**Clock distribution**

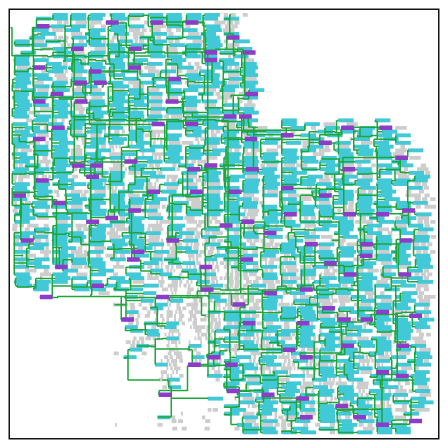
**Wiring by layer**

The bar under the picture is 100 µm long.
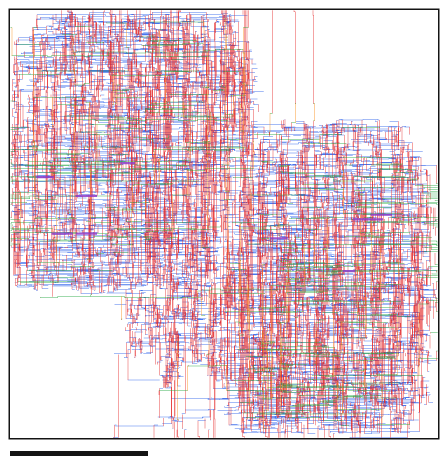
**Placed standard cells**

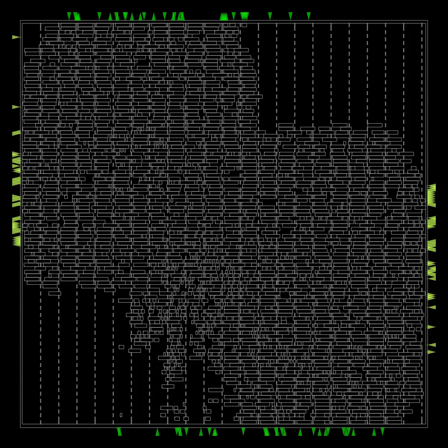
**Pin placement**

Pins as bars across the die edge, other pins in grey.
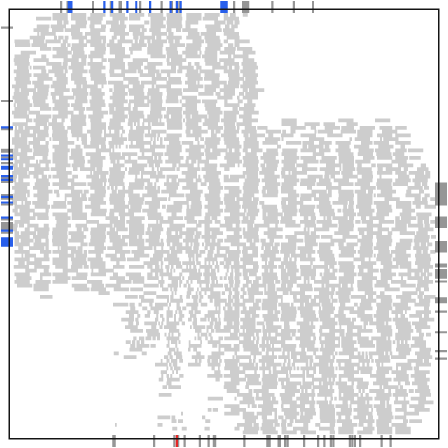
==> config.mk <==
export PLATFORM = sky130hd
export DESIGN_NAME = ci_pipeline_driver
export DESIGN_NICKNAME = d
export VERILOG_FILES = /design/src/rtl/ci_pipeline_driver.sv
export SDC_FILE = /design/constraint.sdc
export NUM_CORES = 1
export LEC_CHECK = 0
export CAP_MARGIN = 20
export CELL_PAD_IN_SITES_DETAIL_PLACEMENT = 1
export CELL_PAD_IN_SITES_GLOBAL_PLACEMENT = 2
export CORE_UTILIZATION = 44
export DETAILED_ROUTE_END_ITERATION = 7
export GPL_TIMING_DRIVEN = 0
export PLACE_DENSITY = 0.83
export RECOVER_POWER = 25
export SYNTH_ARGS = -nofsm -noshare
export SYNTH_HDL_FRONTEND = slang
export SYNTH_SLANG_ARGS = --single-unit
==> constraint.sdc <==
create_clock -name clk -period 5.5 [get_ports clk]
set_input_delay 0.825 -clock clk [delete_from_list [all_inputs] [get_ports clk]]
set_output_delay 0.825 -clock clk [all_outputs]
set_load 0.1 [all_outputs]
==> flow_summary.yaml <==
# physical design summary
critical_path:
  crit_required_ps: 4680
  crit_slowest_cell: "clkdlybuf4s50_1"
  crit_chain: "ha_1 > or4_1 > nor2_1 > nand3_1 > clkbuf_1 > o22ai_1 > clkdlybuf4s50_1"
  cp_max_fo: 10
  start_kind: "flip-flop"
floorplanning:
  boundaryPins: 138
  rows: 112
  fp_util_pct: 44.5
job:
  cap_violations: 1
cts:
  cts_max_path_buffers: 3
  cts_buffers: 106
  clk_pin_slew_worst_paths_ps: 60
  htree_levels: 3
  cts_root_buf: "clkbuf_16"
  cts_tree: "done"
cells_and_area:
  area_growth_syn_to_layout_pct: 18.7
  final_cell_area_um2: 49400
  final_cell_mix: "edfxtp_1, mux4_2, clkbuf_16"
timing:
  slew_violations: 30
  fmaxAchievable_ghz: 0.184
  grt_setup_unrepaired: "false"
  timing.final.crit_share_pct: 99.0
  setup_tns_ps: 0
  timing.final.ws_setup_ps: 56.5
  slew_headroom_pct: -10.0
grt:
  use_met2_pct: 39.4
  use_met1_pct: 30.2
  top_usage_layer: "met2"
  grt_pass1_vias: 23200
  antenna_found_initial: 19
run_status:
  status: "finished, violations left"
  violations: "max-capacitance violations, max-slew violations"
routing:
  drt_iter0_drc: 2460
placement:
  gp_congestion: 0.771
  dp_slack_ps: -126
  dpl.hpwl_um: 72700
synthesis:
  synth.distinct_cells: 45
  synth_seq_share_pct: 76.7
  synth-cells-yosys: 1889
  syn_nets: 1991
  yosysWarnings: 0
  edf_count: 1024
  async_reset_ff_share_pct: 4.48
min_path:
  hp-class: "in2async"
power_and_ir_drop:
  vdd_ir_drop_max_mv: 0.373
  p_leak_uw: 0.0158
About 'clock distribution':
[clock drivers] purple | count: 106
[flip-flops] cyan | count: 1,072
[clock wires] green | length: 12,300 µm
flops lie: all over the die
routed clock nets: 107
P_clk: 7180 µW
part of the power in the clock network: 33.3%
Post-Route Skew: 32.6 ps
clk_lat worst skew: 700 ps

About 'wiring by layer':
| layer | colour | wire length |
|---|---|---|
| metal 3 | green | 8,560 µm |
| metal 5 | purple | 114 µm |
| metal 4 | orange | 2,950 µm |
| metal 1 | blue | 43.0 mm |
| metal 2 | red | 55.9 mm |
WL/cell: 30.8 µm
Total Routing Usage GR: 23.3%
Via Count: 21.3k
Total Wirelength: 111,000 µm

About 'placed standard cells':
n_taps: 1,254
sequential share of cell area: 64.6%
Final Util: 52.9%

About 'pin placement':
| port | colour | pins | direction | edge |
|---|---|---|---|---|
| in_ready | red | 1 | output | south |
| ci_dataa | blue | 32 | output | 16 west, 16 north |
all pins by edge: 39 east, 35 north, 34 west, 30 south
Port Buffers: 137
width of the chip: 310 µm
Die H: 310 µm

[Yosys cell counts, types with 7 or more instances]
master | instances | area (µm²)
a21oi_1 | 54 | 270
a221o_1 | 32 | 320
a22o_1 | 19 | 166
buf_1 | 10 | 37.5
buf_2 | 40 | 200
buf_4 | 7 | 52.6
buf_6 | 8 | 90.1
clkbuf_1 | 32 | 120
dfrtp_1 | 48 | 1200
edfxtp_1 | 1024 | 30700
ha_1 | 30 | 375
inv_1 | 28 | 105
mux2i_1 | 79 | 791
mux4_2 | 256 | 5770
nand2_1 | 8 | 30.0
nand2b_1 | 24 | 150
nand3_1 | 10 | 50.1
nor2_1 | 31 | 116
nor2b_1 | 29 | 181
nor3_1 | 32 | 160
o22ai_1 | 32 | 200
xnor2_1 | 8 | 70.1
xor2_1 | 7 | 61.3
[cell type report]
cell class                      count  area (µm²)  area share (%)
Sequential cell                  1072       32000            64.6
Multi-Input combinational cell    691        9270            18.7
Clock buffer                      132        2780            5.63
Timing Repair Buffer              240        2600            5.26
Tap cell                         1254        1570            3.17
Clock inverter                     67         642            1.30
Buffer                             97         500            1.01
Inverter                           29         109           0.220
Antenna cell                        4        10.0          0.0202
[logic make-up (layout without fill, tap and decap cells)]
group,Yosys count,count (layout),synth area share [%]
mux,335,335,15.7
fa+ha+maj,33,33,1.05
other cells,0,4,0
buf+inv,126,565,1.46
flops,1072,1072,76.7
simple gates,156,156,2.13
compound gates,152,152,2.55
xor+xnor,15,15,0.316
[per-stage QoR]
stage	cells	power [µW]	hold slack, ps
detailed placement	3382	14600	544
global route	3583	22100	537
CTS	3581	21700	135
global placement	3280	14400	533
finish	3586	21600	444
floorplan	1889	13100	511
[critical path, delay by kind of cell (launching register included)]
family / cells / cell delay (ps)
fa+ha+maj: 1 / 310
simple gates: 3 / 1190
compound gates: 1 / 330
flops: 1 / 440
buf+inv: 2 / 1660
[layer usage]
metal | wire length, µm | vias to the layer above | share of wire (%)
met5 | 114 | - | 0.10
met4 | 2950 | 18 | 2.7
met3 | 8560 | 219 | 7.7
met2 | 55900 | 1001 | 51
met1 | 43000 | 11400 | 39
li1 | - | 8640 | -
[power by group]
group,total [µW],switching [µW],internal [µW]
sequential,9120,78.4,9050
clock,7180,3150,4030
combinational,5260,3440,1820
[timing repair]
action | in CTS | in global routing
setup endpoints to repair | 10 | 9
setup buffers | 0 | 0
pin swaps | 0 | 0
gates resized | 10 | 10
Power is estimated from default activity; no workload was simulated.
